===== src/rtl/counter_bn.sv =====
// rtl/counter_bn.sv - parametrised up/down/step/load counter with rco, load and zero flags
// Optional feature: COUNTER_BN_SAT_EN selects saturating instead of wrapping behaviour.
module counter_bn #(
  parameter int unsigned WIDTH   = 4,
  parameter logic [31:0] MAX_VAL = 32'(2**WIDTH - 1),
  parameter logic [31:0] STEP    = 32'd3
) (
  input  logic             bn_clk,
  input  logic             bn_reset,
  input  logic             bn_enable,
  input  logic [1:0]       bn_mode,
  input  logic [WIDTH-1:0] bn_D,
  output logic [WIDTH-1:0] bn_Q,
  output logic             bn_load,
  output logic             bn_rco,
  output logic             bn_zero
);

  localparam logic [WIDTH:0] L_MAX  = {1'b0, MAX_VAL[WIDTH-1:0]};
  localparam logic [WIDTH:0] L_STEP = {1'b0, STEP[WIDTH-1:0]};

  localparam logic [1:0] MODE_UP   = 2'b00;
  localparam logic [1:0] MODE_DOWN = 2'b01;
  localparam logic [1:0] MODE_STEP = 2'b10;
  localparam logic [1:0] MODE_LOAD = 2'b11;

  logic [WIDTH-1:0] r_q;
  logic             r_load;
  logic             r_rco;

  logic [WIDTH:0]   w_q;
  logic [WIDTH:0]   w_d;
  logic [WIDTH:0]   w_next;
  logic [WIDTH-1:0] w_q_next;
  logic             w_load;
  logic             w_rco;

  // Arithmetic runs one bit wider so wrap sums and borrows never alias.
  assign w_q = ({1'b0, r_q} > L_MAX) ? L_MAX : {1'b0, r_q};
  assign w_d = ({1'b0, bn_D} > L_MAX) ? L_MAX : {1'b0, bn_D};

  always_comb begin
    w_next = w_q;
    w_load = 1'b0;
    w_rco  = 1'b0;
    if (bn_enable) begin
      case (bn_mode)
        MODE_UP: begin
          if (w_q == L_MAX) begin
            w_rco = 1'b1;
`ifdef COUNTER_BN_SAT_EN
            w_next = L_MAX;
`else
            w_next = '0;
`endif
          end else begin
            w_next = w_q + 1'b1;
          end
        end
        MODE_DOWN: begin
          if (w_q == '0) begin
            w_rco = 1'b1;
`ifdef COUNTER_BN_SAT_EN
            w_next = '0;
`else
            w_next = L_MAX;
`endif
          end else begin
            w_next = w_q - 1'b1;
          end
        end
        MODE_STEP: begin
          if (w_q >= L_STEP) begin
            w_next = w_q - L_STEP;
          end else begin
            w_rco = 1'b1;
`ifdef COUNTER_BN_SAT_EN
            w_next = '0;
`else
            w_next = w_q + L_MAX + 1'b1 - L_STEP;
`endif
          end
        end
        MODE_LOAD: begin
          w_next = w_d;
          w_load = 1'b1;
        end
        default: w_next = w_q;
      endcase
    end
  end

  assign w_q_next = (w_next > L_MAX) ? L_MAX[WIDTH-1:0] : w_next[WIDTH-1:0];

  always_ff @(posedge bn_clk or negedge bn_reset) begin
    if (!bn_reset) begin
      r_q    <= '0;
      r_load <= 1'b0;
      r_rco  <= 1'b0;
    end else begin
      r_q    <= w_q_next;
      r_load <= w_load;
      r_rco  <= w_rco;
    end
  end

  assign bn_Q    = r_q;
  assign bn_load = r_load;
  assign bn_rco  = r_rco;
  assign bn_zero = (r_q == '0);

endmodule


===== config.mk =====
export PLATFORM = sky130hd
export DESIGN_NAME = counter_bn
export DESIGN_NICKNAME = d
export VERILOG_FILES = /design/src/rtl/counter_bn.sv
export SDC_FILE = /design/constraint.sdc
export NUM_CORES = 1
export LEC_CHECK = 0
export CAP_MARGIN = 20
export CORE_AREA = 2 2 39 41
export CTS_BUF_LIST = sky130_fd_sc_hd__clkbuf_2 sky130_fd_sc_hd__clkbuf_4 sky130_fd_sc_hd__clkbuf_8
export DETAILED_ROUTE_END_ITERATION = 8
export DIE_AREA = 0 0 41 43
export GPL_ROUTABILITY_DRIVEN = 0
export GPL_TIMING_DRIVEN = 0
export PLACE_DENSITY = 0.73
export SYNTH_ARGS = -nofsm -noshare
export SYNTH_HDL_FRONTEND = slang
export SYNTH_SLANG_ARGS = --single-unit

===== constraint.sdc =====
create_clock -name bn_clk -period 1.8 [get_ports bn_clk]
set_input_delay 0.36 -clock bn_clk [delete_from_list [all_inputs] [get_ports bn_clk]]
set_output_delay 0.36 -clock bn_clk [all_outputs]
set_load 0.005 [all_outputs]

Fig. 1: run 1, congestion heat map
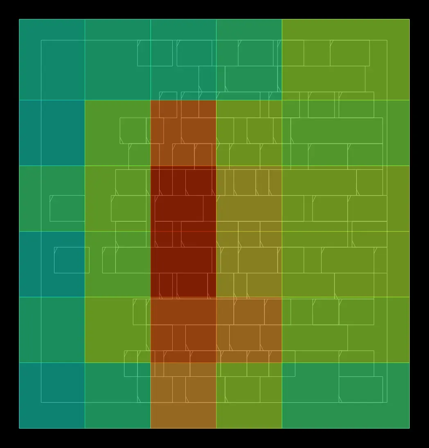
total global-route track usage: 19.3%
most used routing layer in global routing: met2
met3 usage: 3.66%
met2 Track Usage GR: 30.9%
fin util: 63.7%

Fig. 2: run 1, routed clock nets over the placement
Scale bar: 10 µm.
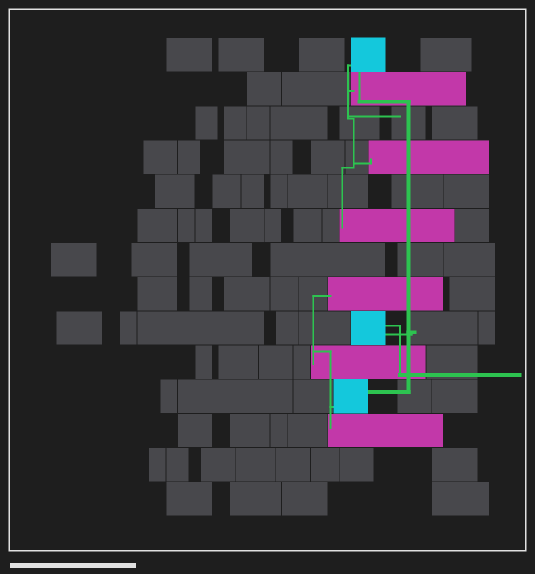
clock wires: in green, length 93.9 µm. clock drivers: in cyan, count 3. flip-flops: in magenta, count 6.
There are 4 routed clock nets.

Fig. 3: run 1, the metal 2 layer
Cells faint in the background.
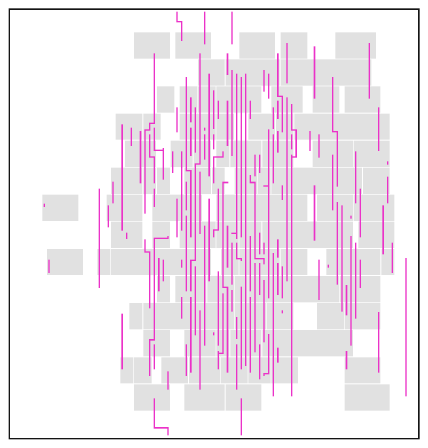
The wires run mostly vertical. The layer holds 48% of the routed length. The longest straight run is 29.2 µm. 89 nets have wire on it. The layer carries 725 µm of wire.

==> impl_metrics.json, run 1 <==
{
  "status": "finished with violations",
  "violations": "setup timing",
  "syn-cell-area_um2": 542,
  "finalWirelength_um": 1500,
  "synth_cells": 61,
  "endpoint_kind": "flip-flop",
  "dp_slack_ns": -0.545,
  "fp.dieH_um": 43,
  "wl_met2_um": 725,
  "yosysSeqAreaShare_pct": 27.7,
  "critPathKind": "reg2reg",
  "warnings": 29,
  "drt_iter0_markers": 4,
  "nets": 101,
  "clock_skew_ns": 0.00734,
  "floorplan.nets": 72,
  "yosysTopAreaCell": "dfrtp_1",
  "cts_buffers": 3,
  "yosys_cells": 61,
  "drv_cap": 0,
  "p_total_mw": 0.938,
  "timing.rr.start": "bn_Q[1]",
  "switching_share_pct": 37.8,
  "cts_hold_buf": 0,
  "die-area_mm2": 0.00176,
  "path_clk_slew_ns": 0.05,
  "worst_skew_pair.late_latency_ns": 0.26,
  "wl_met1_um": 620,
  "drt-wirelength-per-cell_um": 14.3,
  "pwr-share-clk_pct": 16.6,
  "dp.cells": 92,
  "p_sw_mw": 0.355,
  "drc": 0,
  "synth_warnings": 0,
  "min_period_over_period_pct": 106,
  "dr_wl_met3_um": 101,
  "antenna_found_initial": 0,
  "synth.top_cell.area_share_pct": 27.7,
  "vias": 601,
  "io_pins": 16,
  "fmax_mhz": 524,
  "syn_avg_cell_area_um2": 8.88,
  "vdd_ir_drop_max_mv": 0.335,
  "slew_violations": 0,
  "cp-start-kind": "flip-flop",
  "num_rows": 14,
  "grt_first_pass_wirelength_um": 2330,
  "drive_gt1_share_pct": 38.2,
  "cts.sinks": 6,
  "slew_headroom_pct": 62.1,
  "synth-seq-cells": 6,
  "rsz0062_at_grt": "yes",
  "critPathMaxFanout": 3,
  "setup_slack_ns": -0.107,
  "layout.area.comb_um2": 392,
  "seqPwrFrac_pct": 21.1,
  "place_area_um2": 713,
  "fillers": 117,
  "cts.htree.levels": 1,
  "n_antenna_cell": 0,
  "top_layer_used": "met4",
  "portBuffers": 15,
  "grt_overflow": 0,
  "crit_arrival_ns": 2.10,
  "area_growth_pct": 62.6,
  "clk_path_buf_depth": 2,
  "fp_util_pct": 39.2,
  "required_ns": 1.99,
  "synth_cell_types": 35,
  "core_mm2": 0.00138,
  "final_cells": 105,
  "design_area_um2": 881,
  "ys_chip_area_um2": 542,
  "use_met1_pct": 22.4,
  "powerDensity_mw_per_mm2": 1060,
  "grt_max_degree": 11,
  "cts_tree": "built",
  "grt_pass1_vias": 539,
  "ant_nets": 0,
  "die_w_um": 41,
  "cp-startpoint": "bn_Q[1]",
  "worst_pin_slew_ns": 0.554,
  "tns_ns": -0.299,
  "setup_viol": 4,
  "period_needed_ns": 1.91,
  "cts_root_buffer": "clkbuf_4",
  "dr.pass1.iters": 4,
  "viasPerCell": 5.72,
  "flop_area_um2": 151
}
==> run 1: cells in the final DEF (no fill, tap or decap), drive strengths merged, types with 2 or more instances in the layout <==
cell type / instances
buf: 14
clkdlybuf4s50: 13
a21oi: 8
nor2: 6
dfrtp: 6
clkbuf: 6
inv: 3
xnor2: 2
nand2: 2
ha: 2
a211oi: 2
a311oi: 2
or2: 2
==> run 1: cell type report <==
cell class,count,share of cell area (%)
Buffer,6,4.97
Tap cell,16,2.27
Sequential cell,6,17.2
Inverter,3,2.13
Timing Repair Buffer,24,25.6
Clock buffer,4,3.41
Multi-Input combinational cell,46,44.5
==> run 1: final timing paths <==
kind                                end  slack [ns]  depth (start not counted)
worst max register to register  bn_Q[0]       -0.11                          6
max in group asynchronous       bn_Q[1]        1.23                          1
worst min register to register  bn_Q[3]        0.73                          3
worst min-delay path             bn_rco        0.34                          1
worst max-delay path            bn_Q[0]       -0.11                          6
min in group bn_clk             bn_Q[3]        0.73                          3
==> run 1: power by group through the flow <==
stage | clock network (mW) | registers [mW] | logic [mW]
5_1_grt | 0.165 | 0.201 | 0.639
6_report | 0.156 | 0.198 | 0.584
2_1_floorplan | 0 | 0.202 | 0.277
3_3_place_gp | 0 | 0.205 | 0.409
4_1_cts | 0.153 | 0.195 | 0.538
3_5_place_dp | 0 | 0.206 | 0.419
==> run 1: cells by family after synthesis <==
kind of cell / after synthesis / share of synthesized area (%)
flip-flops: 6 / 27.7
adder cells (fa/ha/maj): 2 / 4.62
buffers and inverters: 9 / 8.08
AND/OR/NAND/NOR: 18 / 19.9
multiplexers: 1 / 1.85
AND-OR/OR-AND: 22 / 33.0
XOR/XNOR: 3 / 4.85
==> run 1: cells in the mapped netlist <==
| master | instances |
|---|---|
| or3_1 | 1 |
| a2111oi_0 | 1 |
| a21oi_1 | 8 |
| o41ai_4 | 1 |
| inv_1 | 3 |
| a21o_1 | 1 |
| or2_1 | 1 |
| o21a_1 | 1 |
| a211oi_2 | 1 |
| buf_2 | 2 |
| a311o_1 | 1 |
| and4b_1 | 1 |
| nor2_1 | 6 |
| or2_2 | 1 |
| o22a_1 | 1 |
| o21ai_1 | 1 |
| a311oi_1 | 2 |
| ha_1 | 2 |
| or3b_1 | 1 |
| a31oi_1 | 1 |
| dfrtp_1 | 6 |
| buf_6 | 1 |
| a211oi_1 | 1 |
| nor3_1 | 1 |
| nand2_1 | 2 |
| a22o_1 | 1 |
| xnor2_1 | 2 |
| and3_1 | 1 |
| or4b_4 | 1 |
| mux2i_1 | 1 |
| xor2_1 | 1 |
| clkbuf_1 | 3 |
| nor2b_1 | 1 |
| nor4b_1 | 1 |
| o221a_2 | 1 |
==> run 1: worst max-delay path, cell delays in order (launching register included) <==
cell and delay (ns):
dfrtp_2 0.43, buf_6 0.13, ha_4 0.15, or4b_4 0.50, o41ai_4 0.32, or3_1 0.16, o221a_2 0.16
==> run 1: state kept, by name, indices dropped and copies added (netlist names) <==
signal / cells
bn_Q: 4
bn_load: 1
bn_rco: 1
==> run 1: repair_timing <==
action | 4_1_cts | 5_1_grt
pin swaps | 5 | 6
setup endpoints to repair | 6 | 6
buffers inserted | 6 | 3
resized | 20 | 6
gates cloned | 0 | 0
## Run 2: what changed since run 1
--- a/config.mk
+++ b/config.mk
@@ -5,6 +5,7 @@
 export SDC_FILE = /design/constraint.sdc
 export NUM_CORES = 1
 export LEC_CHECK = 0
+export ABC_AREA = 0
 export CAP_MARGIN = 20
 export CORE_AREA = 2 2 39 41
 export CTS_BUF_LIST = sky130_fd_sc_hd__clkbuf_2 sky130_fd_sc_hd__clkbuf_4 sky130_fd_sc_hd__clkbuf_8
Fig. 4: run 2, the metal 3 layer
Scale bar: 10 µm. Cells faint in the background.
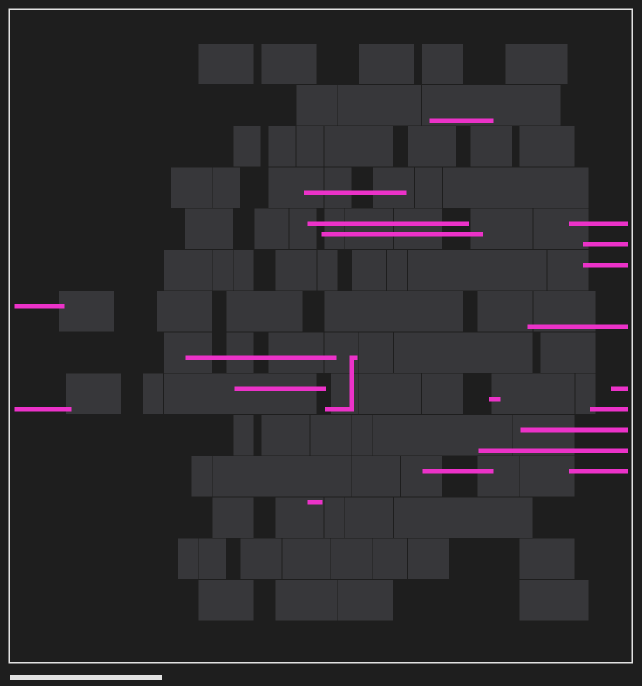
The layer carries 102 µm of wire. The longest straight run is 10.3 µm. The wires run mostly horizontal. 17 nets have wire on it.

Fig. 5: run 2, the metal 2 layer
Cells faint in the background.
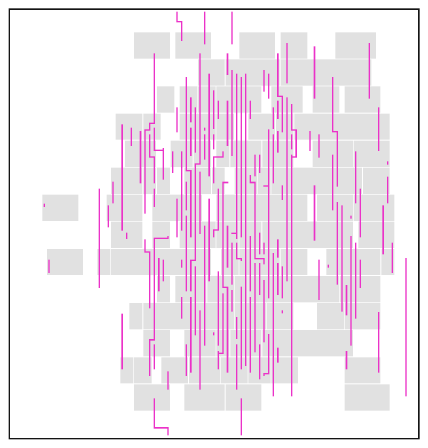
Vias: 601
WL final: 1500 µm

==> run 2 against run 1 <==
Effect of this change:
- the flow still finishes with violations (setup timing)
- wire length is the same
- global-route usage is the same
- synthesized cell count unchanged
- register-to-register slack hardly changed
- via count unchanged
- hold slack is the same
- sequential cell count stayed put
- combinational power hardly changed
- count of clock-buffer cells in the layout stayed put
- critical endpoint unchanged
==> impl_metrics.json, run 2 <==
{
  "status": "finished with violations",
  "violations": "setup timing",
  "syn_avg_cell_area_um2": 8.88,
  "synth-seq-cells": 6,
  "cp-start-kind": "flip-flop",
  "ys_chip_area_um2": 542,
  "gr-usage-all-layers_pct": 19.3,
  "crit_arrival_ns": 2.10,
  "cp_slowest_stage_delay_ns": 0.50,
  "grt_pass1_vias": 539,
  "tns_ns": -0.299,
  "area_growth_pct": 62.6,
  "synth_warnings": 0,
  "ant_nets": 0,
  "portBuffers": 15,
  "fmax_mhz": 524,
  "yosysTopAreaCell": "dfrtp_1",
  "final_layout_top_logic_cells": "clkdlybuf4s50_1 (13), buf_4 (8), a21oi_1 (7), nor2_1 (6), dfrtp_1 (5)",
  "core_mm2": 0.00138,
  "synth_cell_types": 35,
  "dp.cells": 92,
  "final_common_cell": "clkdlybuf4s50_1",
  "floorplan.nets": 72,
  "clock_skew_ns": 0.00734,
  "fp_util_pct": 39.2,
  "crit_chain": "buf_6 -> ha_4 -> or4b_4 -> o41ai_4 -> or3_1 -> o221a_2",
  "cts.sinks": 6,
  "dominantRegCellSynth": "dfrtp_1",
  "warnings": 29,
  "drt-wirelength-per-cell_um": 14.3,
  "cts_root_buffer": "clkbuf_4",
  "yosys_cells": 61,
  "setup_slack_ns": -0.107,
  "setup_viol": 4,
  "vdd_ir_drop_max_mv": 0.335,
  "dr.pass1.iters": 4,
  "grt_first_pass_wirelength_um": 2330,
  "required_ns": 1.99,
  "drive_gt1_share_pct": 38.2,
  "cts_tree": "built",
  "yosysSeqAreaShare_pct": 27.7,
  "reg2reg_slack_ns": -0.11,
  "drv_cap": 0,
  "worst_pin_slew_ns": 0.554,
  "syn-cell-area_um2": 542,
  "n_antenna_cell": 0,
  "path_clk_slew_ns": 0.05,
  "final_cells": 105,
  "min_period_over_period_pct": 106,
  "edf_count": 0,
  "fillers": 117,
  "fp.dieH_um": 43,
  "slew_violations": 0,
  "ff2ff_path_depth": 6,
  "grt_overflow": 0,
  "period_needed_ns": 1.91,
  "clk_path_buf_depth": 2,
  "num_rows": 14,
  "viasPerCell": 5.72,
  "common_cells": "a21oi_1 (8), dfrtp_1 (6), nor2_1 (6)",
  "critPathMaxFanout": 3,
  "cts_buffers": 3,
  "crit_slowest_cell": "or4b_4",
  "io_pins": 16,
  "drt_iter0_markers": 4,
  "rsz0062_at_grt": "yes",
  "critPathKind": "reg2reg",
  "cts.htree.levels": 1,
  "largest_register_ffs": 4,
  "synthArstFlopShare_pct": 100,
  "drc": 0,
  "synth.top_cell.area_share_pct": 27.7
}
==> run 2: per-stage QoR <==
stage | util [%] | power (mW) | cell area (µm²) | hold slack (ns) | setup slack (ns)
after floorplan | - | 0.479 | 543 | 0.0644 | 0.00858
after global placement | 51.5 | 0.614 | 713 | 0.612 | -0.525
after detailed placement | 51.5 | 0.626 | 713 | 0.612 | -0.545
after CTS | 60.6 | 0.887 | 838 | 0.346 | -0.213
after global routing | 63.7 | 1.01 | 881 | 0.342 | -0.148
final | 63.7 | 0.938 | 881 | 0.340 | -0.107
==> run 2: what timing repair did <==
| action | CTS | global route |
|---|---|---|
| hold buffers | 0 | 0 |
| buffers inserted | 6 | 3 |
| setup endpoints to repair | 6 | 6 |
| gates resized | 20 | 6 |
| pin swaps | 5 | 6 |
==> run 2: final timing paths <==
path	start	to
hold reg to reg	bn_Q[3]	bn_Q[3]
hold / removal	bn_reset	bn_rco
max in group asynchronous	bn_reset	bn_Q[1]
min in group bn_clk	bn_Q[3]	bn_Q[3]
setup / recovery	bn_Q[1]	bn_Q[0]
setup reg to reg	bn_Q[1]	bn_Q[0]
==> run 2: where the power goes <==
| part | switching [mW] | internal, mW |
|---|---|---|
| combinational | 0.268 | 0.316 |
| clock | 0.0562 | 0.0995 |
| sequential | 0.0303 | 0.168 |
| total | 0.355 | 0.583 |
==> run 2: cell type report <==
type / count / area share (%)
multi-input cells: 46 / 44.5
repair buffers: 24 / 25.6
flip-flops and latches: 6 / 17.2
plain buffers: 6 / 4.97
clock buffers: 4 / 3.41
well taps: 16 / 2.27
inverters: 3 / 2.13
==> run 2: worst max-delay path: cells and delay by family, from the launching register on <==
| kind | cells | cell delay, ns |
|---|---|---|
| buf+inv | 1 | 0.13 |
| compound gates | 2 | 0.48 |
| fa+ha+maj | 1 | 0.15 |
| simple gates | 2 | 0.66 |
| flops | 1 | 0.43 |
==> run 2: kinds of logic after synthesis <==
| logic type | count (synthesis) | share of synthesized area, % |
|---|---|---|
| XOR/XNOR | 3 | 4.85 |
| adder cells (fa/ha/maj) | 2 | 4.62 |
| AND/OR/NAND/NOR | 18 | 19.9 |
| multiplexers | 1 | 1.85 |
| AND-OR/OR-AND | 22 | 33.0 |
| buffers and inverters | 9 | 8.08 |
| flip-flops | 6 | 27.7 |
==> run 2: per-layer routing <==
layer	GRT usage [%]	wire length, µm	vias to the layer above
met3	3.66	101	7
met2	30.9	725	24
met1	22.4	620	287
met4	11.3	51	0
li1	-	-	283
met5	0	0	-
## Run 3: what changed since run 2
--- a/config.mk
+++ b/config.mk
@@ -14,6 +14,7 @@
 export GPL_ROUTABILITY_DRIVEN = 0
 export GPL_TIMING_DRIVEN = 0
 export PLACE_DENSITY = 0.73
+export SLEW_MARGIN = 20
 export SYNTH_ARGS = -nofsm -noshare
 export SYNTH_HDL_FRONTEND = slang
 export SYNTH_SLANG_ARGS = --single-unit
Fig. 6: run 3, congestion heat map
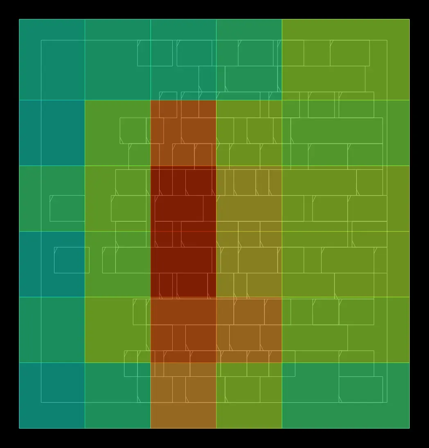
grt met1 use: 22.4%
WL/cell: 14.3 µm

Fig. 7: run 3, metal layers overlaid
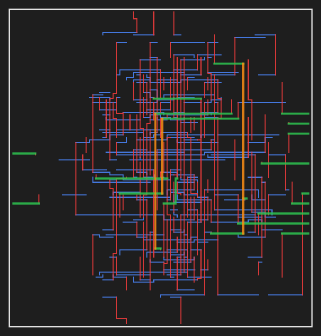
metal 3: in green, wire length 102 µm. metal 2: in red, wire length 725 µm. metal 1: in blue, wire length 621 µm. metal 4: in orange, wire length 51.7 µm.

==> run 3 against run 2 <==
Effect of this change:
- the run still ends with setup timing left
- utilization did not move
- count of clock-buffer cells in the layout did not move
- sequential power barely moved
- register-to-register slack barely moved
- global-route usage did not move
- setup slack did not move
- wire length did not move
- cell count did not move
- highest routed layer unchanged
==> impl_metrics.json, run 3 <==
{
  "status": "finished with violations",
  "violations": "setup timing",
  "clk_path_buf_depth": 2,
  "cts.sinks": 6,
  "seqPwrFrac_pct": 21.1,
  "grt_overflow": 0,
  "yosys_cells": 61,
  "final_common_cell": "clkdlybuf4s50_1",
  "critPathMaxFanout": 3,
  "synthArstFlopShare_pct": 100,
  "crit_arrival_ns": 2.10,
  "synth_cells": 61,
  "antenna_found_initial": 0,
  "drc": 0,
  "critPathKind": "reg2reg",
  "dr.pass1.iters": 4,
  "yosysTopAreaCell": "dfrtp_1",
  "viasPerCell": 5.72,
  "common_cells": "a21oi_1 (8), dfrtp_1 (6), nor2_1 (6)",
  "drive_gt1_share_pct": 38.2,
  "syn_avg_cell_area_um2": 8.88,
  "drv_cap": 0,
  "slew_violations": 0,
  "pwr-share-clk_pct": 16.6,
  "synth_warnings": 0,
  "nets": 101,
  "core_mm2": 0.00138,
  "setup_slack_ns": -0.107,
  "ant_nets": 0,
  "vias": 601,
  "worst_pin_slew_ns": 0.554,
  "yosysSeqAreaShare_pct": 27.7,
  "crit_slowest_cell": "or4b_4",
  "setup_viol": 4,
  "r2r_end": "bn_Q[0]",
  "grt_pass1_vias": 539,
  "min_period_over_period_pct": 106,
  "drt_iter0_markers": 4,
  "cts.htree.levels": 1,
  "final_layout_top_logic_cells": "clkdlybuf4s50_1 (13), buf_4 (8), a21oi_1 (7), nor2_1 (6), dfrtp_1 (5)",
  "cts_buffers": 3,
  "cp-start-kind": "flip-flop",
  "clock_skew_ns": 0.00734
}
[run 3: cell counts after synthesis]
Identical to the previous run, type by type.
[run 3: final cells by class]
class	count	area [µm²]
Sequential cell	6	151
Tap cell	16	20.0
Clock buffer	4	30.0
Inverter	3	18.8
Buffer	6	43.8
Multi-Input combinational cell	46	392
Timing Repair Buffer	24	225
Fill cell	117	503
[run 3: how the worst min path moves through the flow]
stage	startpoint	endpoint	slack (ns)
after global routing	bn_reset	bn_rco	0.34
after detailed placement	bn_reset	bn_load	0.61
after floorplan	bn_reset	bn_Q[0]	0.06
after global placement	bn_reset	bn_Q[0]	0.61
after CTS	bn_reset	bn_rco	0.35
final	bn_reset	bn_rco	0.34
[run 3: per-layer routing]
layer	GRT usage [%]	part of all wire (%)	up-vias	wire (µm)
met2	30.9	48	24	725
met1	22.4	41	287	620
met5	0	0	-	0
met4	11.3	3.4	0	51
met3	3.66	6.7	7	101
li1	-	-	283	-
[run 3: power by group through the flow]
| stage | registers [mW] | logic [mW] | clock network [mW] |
|---|---|---|---|
| 2_1_floorplan | 0.202 | 0.277 | 0 |
| 3_3_place_gp | 0.205 | 0.409 | 0 |
| 3_5_place_dp | 0.206 | 0.419 | 0 |
| 4_1_cts | 0.195 | 0.538 | 0.153 |
| 5_1_grt | 0.201 | 0.639 | 0.165 |
| 6_report | 0.198 | 0.584 | 0.156 |
[run 3: worst reg2reg max path: stages, from the launching register on]
cell     delay [ns]
dfrtp_2        0.43
buf_6          0.13
ha_4           0.15
or4b_4         0.50
o41ai_4        0.32
or3_1          0.16
o221a_2        0.16
[run 3: logic make-up after synthesis]
group,Yosys count,share of synthesized area (%)
multiplexers,1,1.85
buffers and inverters,9,8.08
adder cells (fa/ha/maj),2,4.62
AND/OR/NAND/NOR,18,19.9
flip-flops,6,27.7
XOR/XNOR,3,4.85
AND-OR/OR-AND,22,33.0
[run 3: through the flow]
step	setup slack (ns)	hold WS [ns]	cells	total power [mW]	setup TNS, ns
2_1_floorplan	0.00858	0.0644	61	0.479	0
3_3_place_gp	-0.525	0.612	92	0.614	-1.42
3_5_place_dp	-0.545	0.612	92	0.626	-1.54
4_1_cts	-0.213	0.346	102	0.887	-0.445
5_1_grt	-0.148	0.342	105	1.01	-0.510
6_report	-0.107	0.340	105	0.938	-0.299
[run 3: repair_timing]
item,4_1_cts,5_1_grt
pin swaps,5,6
buffers inserted,6,3
endpoints found under the setup margin,6,6
gates resized,20,6
Power is estimated from default activity; no workload was simulated.
